==> images/final_placement.png <==
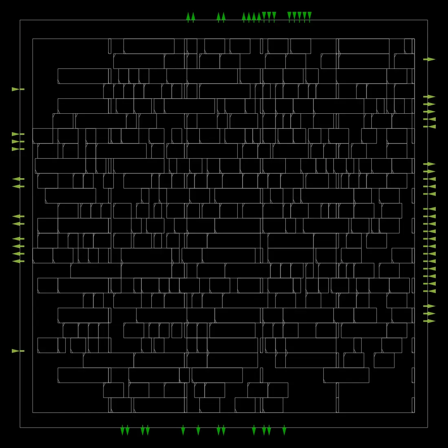
==> images/clock_map.png <==
Bar = 20 um.
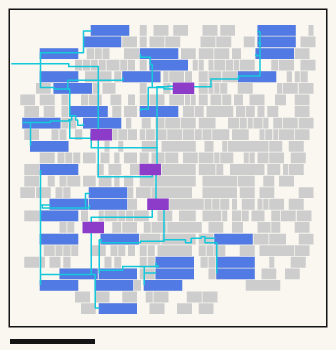
==> images/pins.png <==
Pins as bars across the die edge, other pins in gray.
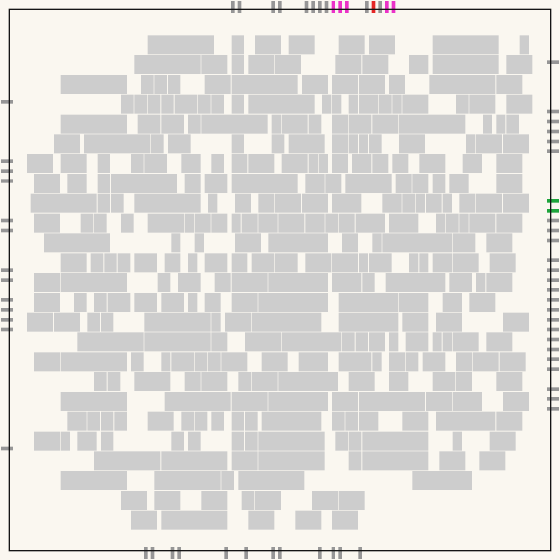
[config.mk]
export PLATFORM = sky130hd
export DESIGN_NAME = rvj1_hzd
export DESIGN_NICKNAME = d
export VERILOG_FILES = /design/src/rtl/rvj1_defines.sv /design/src/rtl/rvj1_hzd_sb.sv /design/src/rtl/rvj1_hzd.sv
export SDC_FILE = /design/constraint.sdc
export NUM_CORES = 1
export LEC_CHECK = 0
export CORE_MARGIN = 2
export CORE_UTILIZATION = 54
export DETAILED_ROUTE_END_ITERATION = 6
export PLACE_DENSITY = 0.95
export REMOVE_ABC_BUFFERS = 1
export SLEW_MARGIN = 10
export SYNTH_ARGS = -nofsm -noshare
export SYNTH_HDL_FRONTEND = slang
export SYNTH_SLANG_ARGS = --single-unit
[constraint.sdc]
create_clock -name clk_i -period 10.25 [get_ports clk_i]
set_clock_uncertainty 0.2 [all_clocks]
set_input_delay 2.5625 -clock clk_i [delete_from_list [all_inputs] [get_ports clk_i]]
set_output_delay 2.5625 -clock clk_i [all_outputs]
set_load 0.01 [all_outputs]
[src/rtl/rvj1_defines.sv]
// Shared constants and types for the rvj1 core.
// Register address width, LSU depth default and the issue-hazard FSM states.
package rvj1_defines;

  localparam int RALEN         = 5;
  localparam int NREGS         = 2 ** RALEN;
  localparam int LSU_MAX_OUTST = 2;

  typedef enum logic {
    HZD_RUN   = 1'b0,
    HZD_DRAIN = 1'b1
  } hzd_state_e;

endpackage

[src/rtl/rvj1_hzd_sb.sv]
// Pending-load scoreboard: one bit per architectural register.
// Set and clear apply in the same edge; on a same-register collision the set wins.
module rvj1_hzd_sb
  import rvj1_defines::*;
(
  input  logic             clk,
  input  logic             rst,
  input  logic             set_en,
  input  logic [RALEN-1:0] set_rd,
  input  logic             clr_en,
  input  logic [RALEN-1:0] clr_rd,
  input  logic [RALEN-1:0] rd_a,
  input  logic [RALEN-1:0] rd_b,
  input  logic [RALEN-1:0] rd_c,
  output logic [NREGS-1:0] sb,
  output logic             hit_a,
  output logic             hit_b,
  output logic             hit_c,
  output logic             collide
);

  logic [NREGS-1:0] sb_q;
  logic [NREGS-1:0] set_mask;
  logic [NREGS-1:0] clr_mask;
  logic [NREGS-1:0] sb_next;

  always_comb begin
    set_mask = '0;
    clr_mask = '0;
    if (set_en) set_mask[set_rd] = 1'b1;
    if (clr_en) clr_mask[clr_rd] = 1'b1;
    sb_next    = (sb_q & ~clr_mask) | set_mask;
    // x0 is hardwired zero, so a load to it never blocks anyone
    sb_next[0] = 1'b0;
  end

  always_ff @(posedge clk or posedge rst) begin
    if (rst) sb_q <= '0;
    else     sb_q <= sb_next;
  end

  assign sb      = sb_q;
  assign hit_a   = sb_q[rd_a];
  assign hit_b   = sb_q[rd_b];
  assign hit_c   = sb_q[rd_c];
  assign collide = set_en & clr_en & (set_rd == clr_rd);

endmodule

[src/rtl/rvj1_hzd.sv]
// Issue-hazard controller: drives the decoder stall from the load scoreboard,
// the outstanding-LSU counter and a RUN/DRAIN fence FSM.
module rvj1_hzd
  import rvj1_defines::*;
#(
  parameter  int MAX_OUTST = LSU_MAX_OUTST,
  localparam int CNT_W     = $clog2(MAX_OUTST + 1)
) (
  input  logic             clk_i,
  input  logic             rst_i,
  input  logic             ifu_valid_i,
  input  logic [RALEN-1:0] dec_rs1_i,
  input  logic [RALEN-1:0] dec_rs2_i,
  input  logic             dec_rs1_use_i,
  input  logic             dec_rs2_use_i,
  input  logic [RALEN-1:0] dec_rd_i,
  input  logic             dec_is_load_i,
  input  logic             dec_is_store_i,
  input  logic             dec_drain_i,
  input  logic             lsu_done_i,
  input  logic             lsu_done_load_i,
  input  logic [RALEN-1:0] lsu_done_rd_i,
  output logic             stall_o,
  output logic [NREGS-1:0] sb_o,
  output logic [CNT_W-1:0] outst_o,
  output logic             drain_o,
  output logic             err_o
);

  // Handshake: the decoder fires (issue) in any cycle with ifu_valid_i high
  // and stall_o low; stall_o depends only on registered state and the
  // current decoder inputs, never on the same-cycle lsu_done_i.

  hzd_state_e state_q, state_d;
  logic [CNT_W-1:0] outst_q;
  logic             err_q;

  logic hit_rs1, hit_rs2, hit_rd;
  logic collide;
  logic is_mem;
  logic outst_zero, outst_full;
  logic raw, waw, full;
  logic issue;
  logic inc, dec, underflow;
  logic sb_set, sb_clr;

  assign is_mem     = dec_is_load_i | dec_is_store_i;
  assign outst_zero = (outst_q == '0);
  assign outst_full = (outst_q == CNT_W'(MAX_OUTST));

  assign raw  = (dec_rs1_use_i & hit_rs1) | (dec_rs2_use_i & hit_rs2);
  assign waw  = dec_is_load_i & hit_rd;
  assign full = is_mem & outst_full;

  always_comb begin
    state_d = state_q;
    stall_o = 1'b0;
    case (state_q)
      HZD_RUN: begin
        stall_o = ifu_valid_i & (raw | waw | full | (dec_drain_i & ~outst_zero));
        if (ifu_valid_i & dec_drain_i & ~outst_zero) state_d = HZD_DRAIN;
      end
      HZD_DRAIN: begin
        // Hold through the cycle that first sees an empty LSU; the fence
        // issues from RUN on the following cycle.
        stall_o = 1'b1;
        if (outst_zero) state_d = HZD_RUN;
      end
      default: begin
        stall_o = 1'b1;
        state_d = HZD_RUN;
      end
    endcase
  end

  always_ff @(posedge clk_i or posedge rst_i) begin
    if (rst_i) state_q <= HZD_RUN;
    else       state_q <= state_d;
  end

  assign issue     = ifu_valid_i & ~stall_o;
  assign inc       = issue & is_mem;
  assign dec       = lsu_done_i;
  assign underflow = dec & outst_zero;

  always_ff @(posedge clk_i or posedge rst_i) begin
    if (rst_i) begin
      outst_q <= '0;
    end else begin
      case ({inc, dec})
        2'b10:   outst_q <= outst_q + 1'b1;
        2'b01:   if (!outst_zero) outst_q <= outst_q - 1'b1;
        default: outst_q <= outst_q;
      endcase
    end
  end

  assign sb_set = issue & dec_is_load_i & (dec_rd_i != '0);
  assign sb_clr = lsu_done_i & lsu_done_load_i;

  rvj1_hzd_sb u_sb (
    .clk     (clk_i),
    .rst     (rst_i),
    .set_en  (sb_set),
    .set_rd  (dec_rd_i),
    .clr_en  (sb_clr),
    .clr_rd  (lsu_done_rd_i),
    .rd_a    (dec_rs1_i),
    .rd_b    (dec_rs2_i),
    .rd_c    (dec_rd_i),
    .sb      (sb_o),
    .hit_a   (hit_rs1),
    .hit_b   (hit_rs2),
    .hit_c   (hit_rd),
    .collide (collide)
  );

  always_ff @(posedge clk_i or posedge rst_i) begin
    if (rst_i) err_q <= 1'b0;
    else       err_q <= err_q | underflow | collide;
  end

  assign outst_o = outst_q;
  assign drain_o = (state_q == HZD_DRAIN);
  assign err_o   = err_q;

endmodule

==> results.py <==
# Synthesis and PnR figures
metrics = {
    "synthesis": {
        "ys_types": 57,
        "yosys_area_sq_um": 2656,
        "area_leaders": "dfrtp_1, o21ai_0, mux4_2, mux2i_1, mux2_2",
        "postSynthAreaPerCell_sq_um": 9.521,
        "ys_seq_share_pct": 32.97,
        "yosys_most_used_dff": "dfrtp_1",
        "synthesis.area_sq_um": 2656,
        "yosys-stat-cells": 279,
        "ys_warn_count": 0,
    },
    "floorplan": {
        "dieArea_sq_um": 5496,
        "ioPinCount": 67,
        "initial_core_util_pct": 56.24,
    },
    "min_path": {
        "hold_path_depth": 2,
        "whs_endpoint": "err_o",
        "min-delay-start": "err_o",
        "hold_class": "reg2reg",
    },
    "final_timing": {
        "slew_viol_final": 0,
        "period_used_pct": 86.36,
        "max_freq_mhz": 113.0,
        "rsz0062_at_grt": "false",
        "fin_ws_ns": 1.399,
        "max_slew_margin_pct": 28.47,
        "tightest_slew_ns": 1.070,
        "finalCriticalPeriod_ns": 8.851,
        "hold_viol": 0,
    },
    "critical_path": {
        "rr_worst_depth": 6,
        "worstSetupEndpointType": "output port",
        "worst_path_max_delay_cell": "clkdlybuf4s50_1",
        "worst_path_most_repeated_cell": "clkdlybuf4s50_1",
        "worstReg2RegEnd": "u_sb.sb[10]",
        "critPathArrivalTime_ns": 6.09,
        "r2r_setup_slack_ns": 7.25,
        "critPathCapture": "stall_o",
        "crit_cells": 8,
        "reg2reg_from": "u_sb.sb[30]",
        "crit_start": "dec_rd_i[1]",
        "cp_top_family": "buffers and inverters",
        "path_cells": "clkdlybuf4s50_1 > mux2_2 > a32o_1 > o31ai_1 > a41o_1 > nand3_4 > a211o_2 > clkdlybuf4s50_1",
        "cp.required_ns": 7.49,
        "path_buffers": 2,
        "cp_max_fo": 22,
    },
    "cells_and_area": {
        "nets": 362,
        "most-common-layout-cells": "clkdlybuf4s50_1, o21ai_0, dfrtp_1, mux2i_1, nand2_1",
        "lay_top_count": "clkdlybuf4s50_1",
        "largest_reg_flops": 31,
        "fin_cells": 399,
        "area_growth_pct": 27.46,
        "antenna_cells": 0,
        "fin_util_pct": 71.68,
        "seq_area_sq_um": 875.8,
    },
    "power_and_ir_drop": {
        "p_switching_w": 0.0002239,
        "internal_power_w": 0.0003691,
        "combinationalPowerShare_pct": 43.6,
        "power_density_nw_per_um2": 175.1,
        "p_leak_nw": 1.296,
        "seqPwrFrac_pct": 39.3,
        "pwr-share-clk_pct": 17.1,
        "swShare_pct": 37.76,
    },
    "status": {
        "status": "finished, final reports clean",
    },
    "grt": {
        "grt_busiest_layer": "met2",
        "grt_use_met1_pct": 42.39,
        "antenna_found_initial": 0,
        "grt_overflow_total": 0,
        "grt_max_degree": 36,
        "grt_use_met2_pct": 47.72,
        "first_global_vias": 2565,
    },
    "placed_design": {
        "dp.cells": 392,
        "placed_cell_area_sq_um": 3298,
        "finalWeightedCongestion": 0.9897,
    },
    "detailed_routing": {
        "drt_iter0_drc": 416,
        "drt_pre_antenna_iters": 7,
        "viasPerCell": 6.970,
        "wl_per_cell_um": 21.25,
        "vias": 2781,
        "routed_wl_um": 8480,
    },
    "run": {
        "warning_count": 25,
        "drv_cap": 0,
    },
    "clock_network": {
        "clk_pin_slew_worst_paths_ns": 0.06,
        "cts_hold_buf": 0,
        "cts.sinks": 35,
        "tritoncts.num_buffers": 5,
        "h-tree-depth": 2,
        "clockRootBuffer": "clkbuf_8",
        "clk_latency_ns": 0.29,
        "cts_resized": 0,
    },
}
Notes on final_placement.png above:
Flops: 35
# fillers: 340
core box area: 4723 sq um
Std-Cell Rows: 25

Notes on clock_map.png above:
flip-flops: shown in blue, count 35. cells driving clock nets: shown in purple, count 5. clock wires: shown in cyan, length 453 um.
There are 6 routed clock nets.

Notes on pins.png above:
outst_o: shown in green, pins 2, direction output, edge right. lsu_done_load_i: shown in red, pins 1, direction input, edge top. dec_rd_i: shown in magenta, pins 5, direction input, edge top.
Port-buffer cells: 65
Die Y: 74.14 um
Die X-Extent: 74.14 um

-- per-stage QoR --
step	power [W]	hold WS, ns
global route	0.0006187	0.3121
CTS	0.0005867	0.2857
floorplan	0.0003427	0.3063
finish	0.0005929	0.2811
detailed placement	0.0004860	0.2714
global placement	0.0004773	0.2740
-- per-layer routing --
metal,part of all wire (%),vias up
li1,-,1186
met1,38,1346
met2,47,215
met3,12,34
met4,3.3,0
met5,0,-
-- final cells by class --
type                            count  share of cell area (%)
Tap cell                           67                   2.476
Timing Repair Buffer               66                   19.44
Clock inverter                      1                  0.1478
Sequential cell                    35                   25.87
Multi-Input combinational cell    216                   48.74
Inverter                            8                  0.8869
Clock buffer                        6                   2.439
-- power by group through the flow --
stage | Sequential [W] | Clock (W) | Combinational [W]
after CTS | 0.000228 | 0.000102 | 0.000257
after detailed placement | 0.000231 | 0 | 0.000255
after floorplan | 0.000226 | 0 | 0.000117
after global placement | 0.000229 | 0 | 0.000248
after global routing | 0.000234 | 0.000107 | 0.000277
final | 0.000233 | 0.000102 | 0.000258
-- logic make-up (layout without fill, tap and decap cells) --
logic type             count (synthesis)  in the layout  share of synthesized area (%)
multiplexers                          37             37                          20.63
AND/OR/NAND/NOR                       82             82                          17.66
buffers and inverters                 28             81                          4.899
XOR/XNOR                               4              4                          1.319
other                                  1              1                         0.1412
AND-OR/OR-AND                         92             92                          22.37
flip-flops                            35             35                          32.97
-- cells in the mapped netlist (all sizes together), types with 4 or more instances --
library cell and count:
nand4 7, nor2b 5, nand3 8, inv 8
clkbuf 11, nor3 4, nand2 16, buf 9
mux2 6, nor3b 4, dfrtp 35, o41ai 7
nor2 12, o21ai 57, mux4 13, mux2i 18
or3 6, nand3b 6
Power is estimated from default activity; no workload was simulated.
